**Met1 routing**

Bar = 10 um.
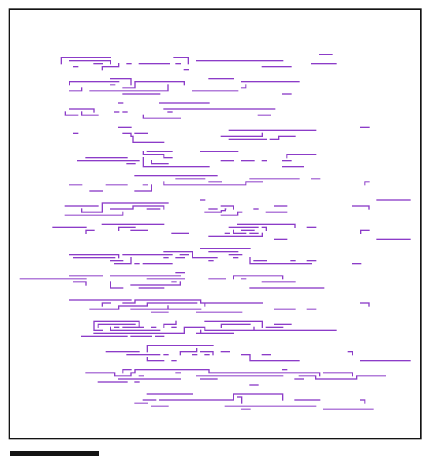
**M2 wires**

Bar = 10 um.
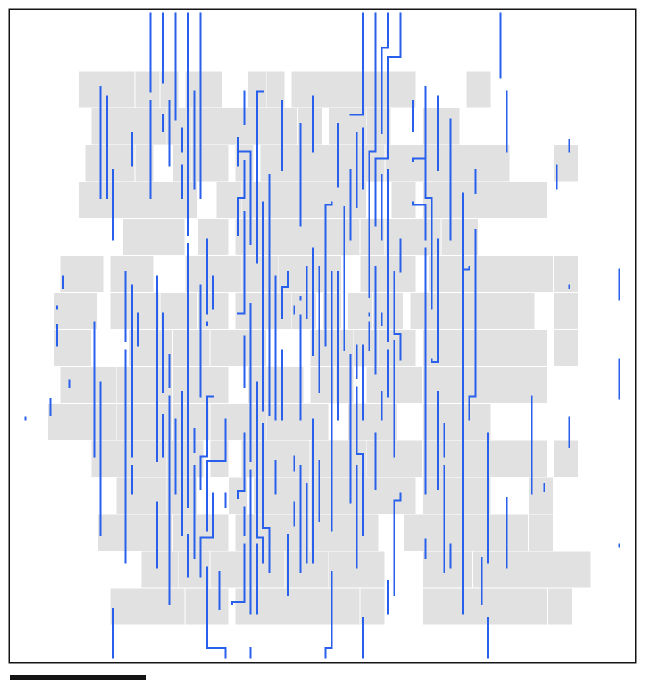
## src/rtl/main_control_pkg.sv

```systemverilog
// Shared control-code definitions for the ID-stage main decoder: opcodes, functs,
// control-word field encodings and bit positions.
package main_control_pkg;

  localparam int CTRL_W = 14;

  localparam int NPC_BIT = 13;
  localparam int JMP_MSB = 12;
  localparam int JMP_LSB = 11;
  localparam int RW_BIT  = 10;
  localparam int DST_MSB = 9;
  localparam int DST_LSB = 8;
  localparam int M2R_MSB = 7;
  localparam int M2R_LSB = 6;
  localparam int MW_BIT  = 5;
  localparam int SRC_MSB = 4;
  localparam int SRC_LSB = 3;
  localparam int ALU_MSB = 2;
  localparam int ALU_LSB = 0;

  localparam logic [5:0] OP_RTYPE = 6'b000000;
  localparam logic [5:0] OP_J     = 6'b000010;
  localparam logic [5:0] OP_JAL   = 6'b000011;
  localparam logic [5:0] OP_BEQ   = 6'b000100;
  localparam logic [5:0] OP_BNE   = 6'b000101;
  localparam logic [5:0] OP_ADDI  = 6'b001000;
  localparam logic [5:0] OP_SLTI  = 6'b001010;
  localparam logic [5:0] OP_ANDI  = 6'b001100;
  localparam logic [5:0] OP_ORI   = 6'b001101;
  localparam logic [5:0] OP_XORI  = 6'b001110;
  localparam logic [5:0] OP_LUI   = 6'b001111;
  localparam logic [5:0] OP_LB    = 6'b100000;
  localparam logic [5:0] OP_LH    = 6'b100001;
  localparam logic [5:0] OP_LW    = 6'b100011;
  localparam logic [5:0] OP_LBU   = 6'b100100;
  localparam logic [5:0] OP_LHU   = 6'b100101;
  localparam logic [5:0] OP_LWU   = 6'b100111;
  localparam logic [5:0] OP_SB    = 6'b101000;
  localparam logic [5:0] OP_SH    = 6'b101001;
  localparam logic [5:0] OP_SW    = 6'b101011;

  localparam logic [5:0] FN_SLL  = 6'b000000;
  localparam logic [5:0] FN_SRL  = 6'b000010;
  localparam logic [5:0] FN_SRA  = 6'b000011;
  localparam logic [5:0] FN_SLLV = 6'b000100;
  localparam logic [5:0] FN_SRLV = 6'b000110;
  localparam logic [5:0] FN_SRAV = 6'b000111;
  localparam logic [5:0] FN_JR   = 6'b001000;
  localparam logic [5:0] FN_JALR = 6'b001001;
  localparam logic [5:0] FN_ADD  = 6'b100000;
  localparam logic [5:0] FN_ADDU = 6'b100001;
  localparam logic [5:0] FN_SUB  = 6'b100010;
  localparam logic [5:0] FN_SUBU = 6'b100011;
  localparam logic [5:0] FN_AND  = 6'b100100;
  localparam logic [5:0] FN_OR   = 6'b100101;
  localparam logic [5:0] FN_XOR  = 6'b100110;
  localparam logic [5:0] FN_NOR  = 6'b100111;
  localparam logic [5:0] FN_SLT  = 6'b101010;

  localparam logic       NPC_SEQ  = 1'b0;
  localparam logic       NPC_JUMP = 1'b1;
  localparam logic [1:0] JMP_BRANCH = 2'b00;
  localparam logic [1:0] JMP_REG    = 2'b01;
  localparam logic [1:0] JMP_DIRECT = 2'b10;
  localparam logic [1:0] DST_RT  = 2'b00;
  localparam logic [1:0] DST_RD  = 2'b01;
  localparam logic [1:0] DST_R31 = 2'b10;
  localparam logic [1:0] M2R_ALU  = 2'b00;
  localparam logic [1:0] M2R_WORD = 2'b01;
  localparam logic [1:0] M2R_HALF = 2'b10;
  localparam logic [1:0] M2R_BYTE = 2'b11;
  localparam logic [1:0] SRC_BUSB  = 2'b00;
  localparam logic [1:0] SRC_SEXT  = 2'b01;
  localparam logic [1:0] SRC_ZEXT  = 2'b10;
  localparam logic [1:0] SRC_UPPER = 2'b11;
  localparam logic [2:0] ALU_ADD  = 3'b000;
  localparam logic [2:0] ALU_BR   = 3'b001;
  localparam logic [2:0] ALU_ANDI = 3'b010;
  localparam logic [2:0] ALU_ORI  = 3'b011;
  localparam logic [2:0] ALU_XORI = 3'b100;
  localparam logic [2:0] ALU_SLTI = 3'b101;
  localparam logic [2:0] ALU_R    = 3'b110;

  function automatic logic [CTRL_W-1:0] pack_ctrl(
    input logic       npc,
    input logic [1:0] jmp,
    input logic       rw,
    input logic [1:0] dst,
    input logic [1:0] m2r,
    input logic       mw,
    input logic [1:0] src,
    input logic [2:0] alu
  );
    logic [CTRL_W-1:0] w;
    w                  = '0;
    w[NPC_BIT]         = npc;
    w[JMP_MSB:JMP_LSB] = jmp;
    w[RW_BIT]          = rw;
    w[DST_MSB:DST_LSB] = dst;
    w[M2R_MSB:M2R_LSB] = m2r;
    w[MW_BIT]          = mw;
    w[SRC_MSB:SRC_LSB] = src;
    w[ALU_MSB:ALU_LSB] = alu;
    return w;
  endfunction

endpackage

```

## src/rtl/main_control_decode.sv

```systemverilog
// Combinational main decoder: opcode/funct/zero flag -> 14-bit control word.
// Optional MAIN_CONTROL_ILLEGAL_DET_EN adds an illegal-instruction flag.
module main_control_decode
  import main_control_pkg::*;
(
  input  logic              zero_i,
  input  logic [5:0]        op_i,
  input  logic [5:0]        funct_i,
`ifdef MAIN_CONTROL_ILLEGAL_DET_EN
  output logic              illegal_o,
`endif
  output logic [CTRL_W-1:0] ctrl_o
);

  logic illegal_s;

  // Decode table; anything unlisted falls through to an all-zero NOP.
  always_comb begin
    ctrl_o    = '0;
    illegal_s = 1'b0;
    case (op_i)
      OP_RTYPE: begin
        case (funct_i)
          FN_ADD, FN_ADDU, FN_SUB, FN_SUBU, FN_AND, FN_OR, FN_XOR, FN_NOR,
          FN_SLT, FN_SLL, FN_SRL, FN_SRA, FN_SLLV, FN_SRLV, FN_SRAV:
            ctrl_o = pack_ctrl(NPC_SEQ, JMP_BRANCH, 1'b1, DST_RD, M2R_ALU, 1'b0, SRC_BUSB, ALU_R);
          FN_JR, FN_JALR:
            ctrl_o = pack_ctrl(NPC_JUMP, JMP_REG, 1'b0, DST_RT, M2R_ALU, 1'b0, SRC_BUSB, ALU_R);
          default: illegal_s = 1'b1;
        endcase
      end
      OP_LW, OP_LWU: ctrl_o = pack_ctrl(NPC_SEQ, JMP_BRANCH, 1'b1, DST_RT, M2R_WORD, 1'b0, SRC_SEXT, ALU_ADD);
      OP_LH, OP_LHU: ctrl_o = pack_ctrl(NPC_SEQ, JMP_BRANCH, 1'b1, DST_RT, M2R_HALF, 1'b0, SRC_SEXT, ALU_ADD);
      OP_LB, OP_LBU: ctrl_o = pack_ctrl(NPC_SEQ, JMP_BRANCH, 1'b1, DST_RT, M2R_BYTE, 1'b0, SRC_SEXT, ALU_ADD);
      OP_SW, OP_SH, OP_SB:
        ctrl_o = pack_ctrl(NPC_SEQ, JMP_BRANCH, 1'b0, DST_RT, M2R_ALU, 1'b1, SRC_SEXT, ALU_ADD);
      // Taken branch sets next_pc_src directly from the compare; jmp_ctrl stays "branch".
      OP_BEQ: ctrl_o = pack_ctrl(zero_i, JMP_BRANCH, 1'b0, DST_RT, M2R_ALU, 1'b0, SRC_BUSB, ALU_BR);
      OP_BNE: ctrl_o = pack_ctrl(~zero_i, JMP_BRANCH, 1'b0, DST_RT, M2R_ALU, 1'b0, SRC_BUSB, ALU_BR);
      OP_J:   ctrl_o = pack_ctrl(NPC_JUMP, JMP_DIRECT, 1'b0, DST_RT, M2R_ALU, 1'b0, SRC_BUSB, ALU_ADD);
      OP_JAL: ctrl_o = pack_ctrl(NPC_JUMP, JMP_DIRECT, 1'b1, DST_R31, M2R_ALU, 1'b0, SRC_BUSB, ALU_ADD);
      OP_ADDI: ctrl_o = pack_ctrl(NPC_SEQ, JMP_BRANCH, 1'b1, DST_RT, M2R_ALU, 1'b0, SRC_SEXT, ALU_ADD);
      OP_SLTI: ctrl_o = pack_ctrl(NPC_SEQ, JMP_BRANCH, 1'b1, DST_RT, M2R_ALU, 1'b0, SRC_SEXT, ALU_SLTI);
      OP_ANDI: ctrl_o = pack_ctrl(NPC_SEQ, JMP_BRANCH, 1'b1, DST_RT, M2R_ALU, 1'b0, SRC_ZEXT, ALU_ANDI);
      OP_ORI:  ctrl_o = pack_ctrl(NPC_SEQ, JMP_BRANCH, 1'b1, DST_RT, M2R_ALU, 1'b0, SRC_ZEXT, ALU_ORI);
      OP_XORI: ctrl_o = pack_ctrl(NPC_SEQ, JMP_BRANCH, 1'b1, DST_RT, M2R_ALU, 1'b0, SRC_ZEXT, ALU_XORI);
      OP_LUI:  ctrl_o = pack_ctrl(NPC_SEQ, JMP_BRANCH, 1'b1, DST_RT, M2R_ALU, 1'b0, SRC_UPPER, ALU_ADD);
      default: illegal_s = 1'b1;
    endcase
  end

`ifdef MAIN_CONTROL_ILLEGAL_DET_EN
  assign illegal_o = illegal_s;
`else
  logic unused_s;
  assign unused_s = illegal_s;
`endif

endmodule

```

## src/rtl/main_control.sv

```systemverilog
// ID-stage main control: registers the decoded control word (1-cycle latency).
// Optional MAIN_CONTROL_ILLEGAL_DET_EN adds registered o_illegal_instr.
module main_control
  import main_control_pkg::*;
(
  input  logic              i_clk,
  input  logic              i_rst_n,
  input  logic              i_bus_a_is_zero,
  input  logic [5:0]        i_op,
  input  logic [5:0]        i_funct,
`ifdef MAIN_CONTROL_ILLEGAL_DET_EN
  output logic              o_illegal_instr,
`endif
  output logic [CTRL_W-1:0] o_ctrl_regs
);

  logic [CTRL_W-1:0] ctrl_d;
  logic [CTRL_W-1:0] ctrl_q;

`ifdef MAIN_CONTROL_ILLEGAL_DET_EN
  logic illegal_d;
  logic illegal_q;
`endif

  main_control_decode u_decode (
    .zero_i    (i_bus_a_is_zero),
    .op_i      (i_op),
    .funct_i   (i_funct),
`ifdef MAIN_CONTROL_ILLEGAL_DET_EN
    .illegal_o (illegal_d),
`endif
    .ctrl_o    (ctrl_d)
  );

  // Control word register; async reset clears it to a NOP.
  always_ff @(posedge i_clk or negedge i_rst_n) begin
    if (!i_rst_n) begin
      ctrl_q <= '0;
    end else begin
      ctrl_q <= ctrl_d;
    end
  end

`ifdef MAIN_CONTROL_ILLEGAL_DET_EN
  // Illegal flag register, aligned with the control word.
  always_ff @(posedge i_clk or negedge i_rst_n) begin
    if (!i_rst_n) begin
      illegal_q <= 1'b0;
    end else begin
      illegal_q <= illegal_d;
    end
  end

  assign o_illegal_instr = illegal_q;
`endif

  assign o_ctrl_regs = ctrl_q;

endmodule

```

## config.mk

```make
export PLATFORM = sky130hd
export DESIGN_NAME = main_control
export DESIGN_NICKNAME = d
export VERILOG_FILES = /design/src/rtl/main_control_pkg.sv /design/src/rtl/main_control_decode.sv /design/src/rtl/main_control.sv
export SDC_FILE = /design/constraint.sdc
export NUM_CORES = 1
export LEC_CHECK = 0
export CAP_MARGIN = 30
export CORE_AREA = 2 2 44 46
export DETAILED_ROUTE_END_ITERATION = 10
export DIE_AREA = 0 0 46 48
export GPL_TIMING_DRIVEN = 0
export PLACE_DENSITY_LB_ADDON = 0.3
export SETUP_SLACK_MARGIN = 0.5
export SKIP_LAST_GASP = 1
export SYNTH_ARGS = -nofsm -noshare
export SYNTH_HDL_FRONTEND = slang
export SYNTH_HIERARCHICAL = 1
export SYNTH_SLANG_ARGS = --single-unit
```

## constraint.sdc

```tcl
create_clock -name i_clk -period 0.8 [get_ports i_clk]
set_clock_uncertainty 0.1 [all_clocks]
set_input_delay 0.08 -clock i_clk [delete_from_list [all_inputs] [get_ports i_clk]]
set_output_delay 0.08 -clock i_clk [all_outputs]
set_load 0.005 [all_outputs]
```

==> results_slide.txt <==
Run Summary

Synth
  – Post-synth top cells: sky130_fd_sc_hd__dfrtp_1, sky130_fd_sc_hd__nor2_1, sky130_fd_sc_hd__nor2b_1, sky130_fd_sc_hd__nor3_1, sky130_fd_sc_hd__nand2_1
  – Mux frac, synth: 0%
  – Area share of and/or/nand/nor cells after synthesis: 31.5%
  – Most numerous cell in the Yosys netlist: sky130_fd_sc_hd__dfrtp_1
  – Post-synth tally of flip-flops with integrated enable: 0
  – Instance tally after logic synthesis: 66
  – Number of nets at floorplan: 81
  – Count of different cell masters after synthesis: 30
  – Post-synthesis cell count from yosys: 66
  – Part of the Yosys area used for sequential elements: 52.7%
  – Per-instance average area after synthesis: 10.1 sq um
  – Ys flops: 14
  – Post-synth ARST share: 100%
  – Area fraction in compound gates: 10.4%
  – Area of the synthesized netlist per yosys stat: 664 sq um
  – Cell area after technology mapping: 664 sq um
  – Synth logic family: simple AND/OR/NAND/NOR gates

Finish
  – Number of signal-net buffers in the layout: 46
  – Filler cell count in the final layout: 113
  – Inverter tally of the final layout excluding the clock network: 1
  – Flip-flop count of the largest register after layout: 14
  – Cell class with the largest area share: multi-input combinational cells
  – Total area of multi-input combinational cells: 427 sq um
  – Final net count: 128
  – Most common cell after layout, fill and taps aside: sky130_fd_sc_hd__buf_2
  – Clock buffer count in the final layout: 4
  – Final Instance Count excl. Fillers: 129
  – Layout overhead on the synthesized area: 87.2%
  – Total number of multi-input combinational cells: 47
  – Sequential cell area: 350 sq um
  – Fraction of area in non-clock buffers: 32.6%
  – Comb/total area: 34.3%

GRT
  – Overall Global Routing Usage: 18.6%
  – Pin count of the biggest net entering global routing: 15
  – Number of global-route vias before repair: 674
  – Antenna violations before repair: 0
  – First-pass GRT wire length: 2890 um

Power
  – Group drawing the most power: registers
  – Switching part of the total power: 24.0%
  – Switching power of the nets: 0.387 mW
  – Power density over the cells: 1290 nW/um^2
  – Sequential share of power: 45.3%
  – Internal power consumption: 1.22 mW
  – P_leak: 0.617 nW
  – Sequential logic power: 0.729 mW
  – Clock Power: 0.477 mW
  – Total Power: 1.61 mW
  – Fraction of power consumed by the clock network: 29.6%
  – Combinational group power: 0.405 mW

Final timing
  – Final Hold Violating Endpoints: 19
  – Final Max Tran Viols: 0
  – Maximum clock rate: 0.966 GHz
  – Share of the clock period used by the worst path: 129%
  – RSZ-0062 raised after global routing: yes
  – Worst setup slack after layout: -0.236 ns
  – Worst Hold Margin: -0.310 ns
  – Minimum clock period after layout: 1.04 ns
  – Setup-violating endpoint count in the final report: 23
  – Worst slew pin tran: 0.330 ns

Drt
  – Top routing layer in use: met4
  – Final routed wire length divided by cell count: 14.3 um
  – First-iteration detailed-routing DRC count: 1
  – Met3 routed WL: 77 um
  – Met2 Routed Length: 973 um
  – Number of detailed-routing iterations run before antenna repair: 4
  – DRC Markers: 0

CTS
  – Resize count post-CTS: 131
  – Number of clock sinks seen by CTS: 14
  – Post-CTS setup buffer count: 14
  – Clk buf depth: 2
  – Number of levels in the clock H-tree: 1

Die
  – Die x size: 46 um
  – Number of well taps: 17
  – Number of cell rows: 15
  – Initial Util: 39.3%
  – I/O pin cnt: 29

Critical path
  – Termination of the worst setup path: o_ctrl_regs[10]
  – Crit. Startpoint: i_op[3]
  – Max Fanout on Critical Path: 5
  – Maximum single-stage delay on the critical path: 0.42 ns

Placement
  – Placed instance count: 109
  – Port bufs: 26

Flow run
  – Log Warnings: 31
  – Max-capacitance violation count: 0

Outcome
  – Run status: complete, but fails checks
  – Violated checks: negative hold slack, negative setup slack
-- 'met1 routing' (at the start) --
The wires run mostly horizontal. The layer holds 40% of the routed length. 110 nets have wire on it.
final WL: 1850 um
met1 track demand over resource in global routing: 20.4%
vias post-DR: 672

-- 'M2 wires' (at the start) --
The wires run mostly vertical. The longest straight run is 30.9 um. The layer holds 53% of the routed length.
fraction of met2 tracks used by global routing: 32.8%

Power is estimated from default activity; no workload was simulated.
